==> config.mk <==
export PLATFORM = sky130hd
export DESIGN_NAME = change_dispenser_flat
export DESIGN_NICKNAME = d
export VERILOG_FILES = /design/src/rtl/change_dispenser_if.sv /design/src/rtl/change_dispenser.sv /design/src/flat_wrapper.sv
export SDC_FILE = /design/constraint.sdc
export NUM_CORES = 1
export LEC_CHECK = 0
export CORE_MARGIN = 5
export CORE_UTILIZATION = 54
export DETAILED_ROUTE_END_ITERATION = 6
export GPL_TIMING_DRIVEN = 1
export PLACE_DENSITY = 0.86
export SYNTH_ARGS = -nofsm -noshare
export SYNTH_HDL_FRONTEND = slang
export SYNTH_SLANG_ARGS = --single-unit
==> constraint.sdc <==
create_clock -name clk -period 4.5 [get_ports clk]
set_clock_uncertainty 0.05 [all_clocks]
set_input_delay 0.9 -clock clk [delete_from_list [all_inputs] [get_ports clk]]
set_output_delay 0.9 -clock clk [all_outputs]
set_load 0.005 [all_outputs]
==> images/placed.png <==
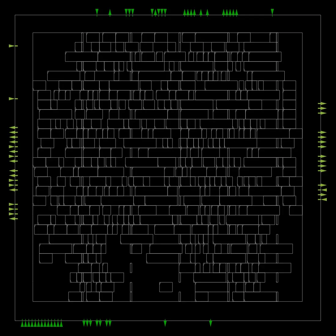
num sequential: 49
number of fill cells: 480
non-filler instance count after layout: 509
Site Rows: 28

==> images/pinout.png <==
Pins as bars across the die edge, other pins in gray.
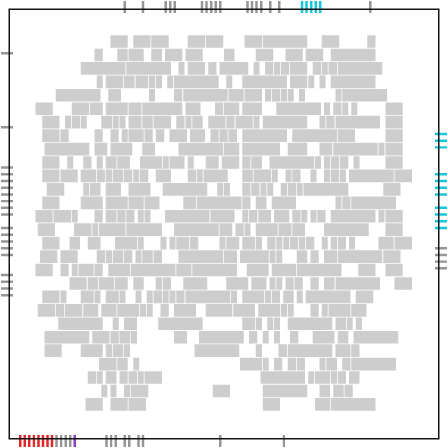
legend:
  bus_refill_en:
    color: purple
    pins: 1
    direction: input
    edge: bottom
  bus_shortfall:
    color: cyan
    pins: 16
    direction: output
    edge: 11 right, 5 top
  bus_refill_count:
    color: red
    pins: 8
    direction: input
    edge: bottom
all pins by edge: 22 top, 22 bottom, 19 left, 15 right
horizontal die size: 86.6 um
die boundary height: 86.6 um

==> CHANGELOG.md <==
## Flow update

- Synth Area in Simple Gates: 24.0%
- Async set-or-reset flop fraction in the synthesized netlist: 100%
- Worst setup EP type: primary output
- Max-slew violation total from the final report: 0
- Netlist area before placement: 0.00317 mm2
- Placeable core area: 0.00582 mm2
- Kind of launch point of the worst setup path: flop
- Clock Tree Root: sky130_fd_sc_hd__clkbuf_8
- Required @ worst endpoint: 3550 ps
- Total cell area reported by yosys after synthesis: 0.00317 mm2
- Synthesized instance count: 374
- Measured slew at the worst slew-check pin: 1070 ps
- Worst setup slack before clock tree synthesis: roughly 1100 ps
- Run status: complete, no violations
- Clk pin slew, worst setup/hold paths: 90 ps
- Final count of negative-setup-slack endpoints: 0
- Fraction of the yosys area taken by sequential cells: just under 40%
- Setup slack after layout: 843 ps
- Wire length per cell: 16.3 um
- Total length of routed wires: approximately 8300 um
- Final global-route overflow total: 0
- FF+latch count, synth: 49
- Log Warnings: 44
- Maximum number of buffers from clock root to sink: 2
- Core occupancy in the finished layout: slightly below 70%
- Reg-to-reg slack, setup: between 1000 and 1500 ps
- Top-area cell type share of the netlist area: 38.7%
- Total Die Area: 0.00750 mm2
- CTS H-Tree Depth: 2
- Worst hold path class: reg2reg
- Cell class contributing the biggest share of worst-path delay: buffers and inverters
- Highest achievable clock rate: 0.273 GHz
- Half-perimeter wire length after placement: between 6000 and 7000 um
- Post-synthesis area per instance: 8.48 um2
- Routability cong.: approximately 0.86
- Buffer-and-inverter tally for the worst setup path: 4
- Via count of the first global-routing pass: approximately 2900
- Cycle use final: between 80 and 90%
- Area fraction in compound gates after synthesis: about 22%
[where the power goes]
| part | internal, mW | total [mW] | switching [mW] |
|---|---|---|---|
| combinational | 0.838 | 1.84 | 0.997 |
| sequential | 0.591 | 0.850 | 0.259 |
| clock | 0.111 | 0.266 | 0.156 |
[metal layers]
metal  vias up  part of all wire (%)  global-route usage [%]
li1       1452                     -                       -
met1      1420                    44                    29.4
met2       115                    48                    38.9
met3        12                   6.0                    3.80
met4         0                   1.5                    6.80
met5         -                     0                       0
[worst min-delay path: stages (launching register included)]
cell,delay [ps]
sky130_fd_sc_hd__dfrtp_1,350
sky130_fd_sc_hd__nand2_1,50
sky130_fd_sc_hd__o21ai_1,60
[stage by stage]
step / hold slack (ps) / cell area (um2)
after global placement: 416 / 3860
final: 445 / 3950
after detailed placement: 429 / 3860
after CTS: 451 / 3950
after global routing: 490 / 3950
after floorplan: 409 / 3170
[area by class of cell]
class,count,area [um2]
repair buffers,68,666
inverters,9,33.8
well taps,75,93.8
clock inverters,3,21.3
multi-input cells,300,1840
fillers,480,1870
clock buffers,5,68.8
flip-flops and latches,49,1230
[logic make-up after synthesis]
kind of cell,Yosys count
AND-OR/OR-AND,103
multiplexers,7
adder cells (fa/ha/maj),19
XOR/XNOR,8
AND/OR/NAND/NOR,163
buffers and inverters,25
flip-flops,49
No activity file was given, so power comes from the tool's default toggle rates.
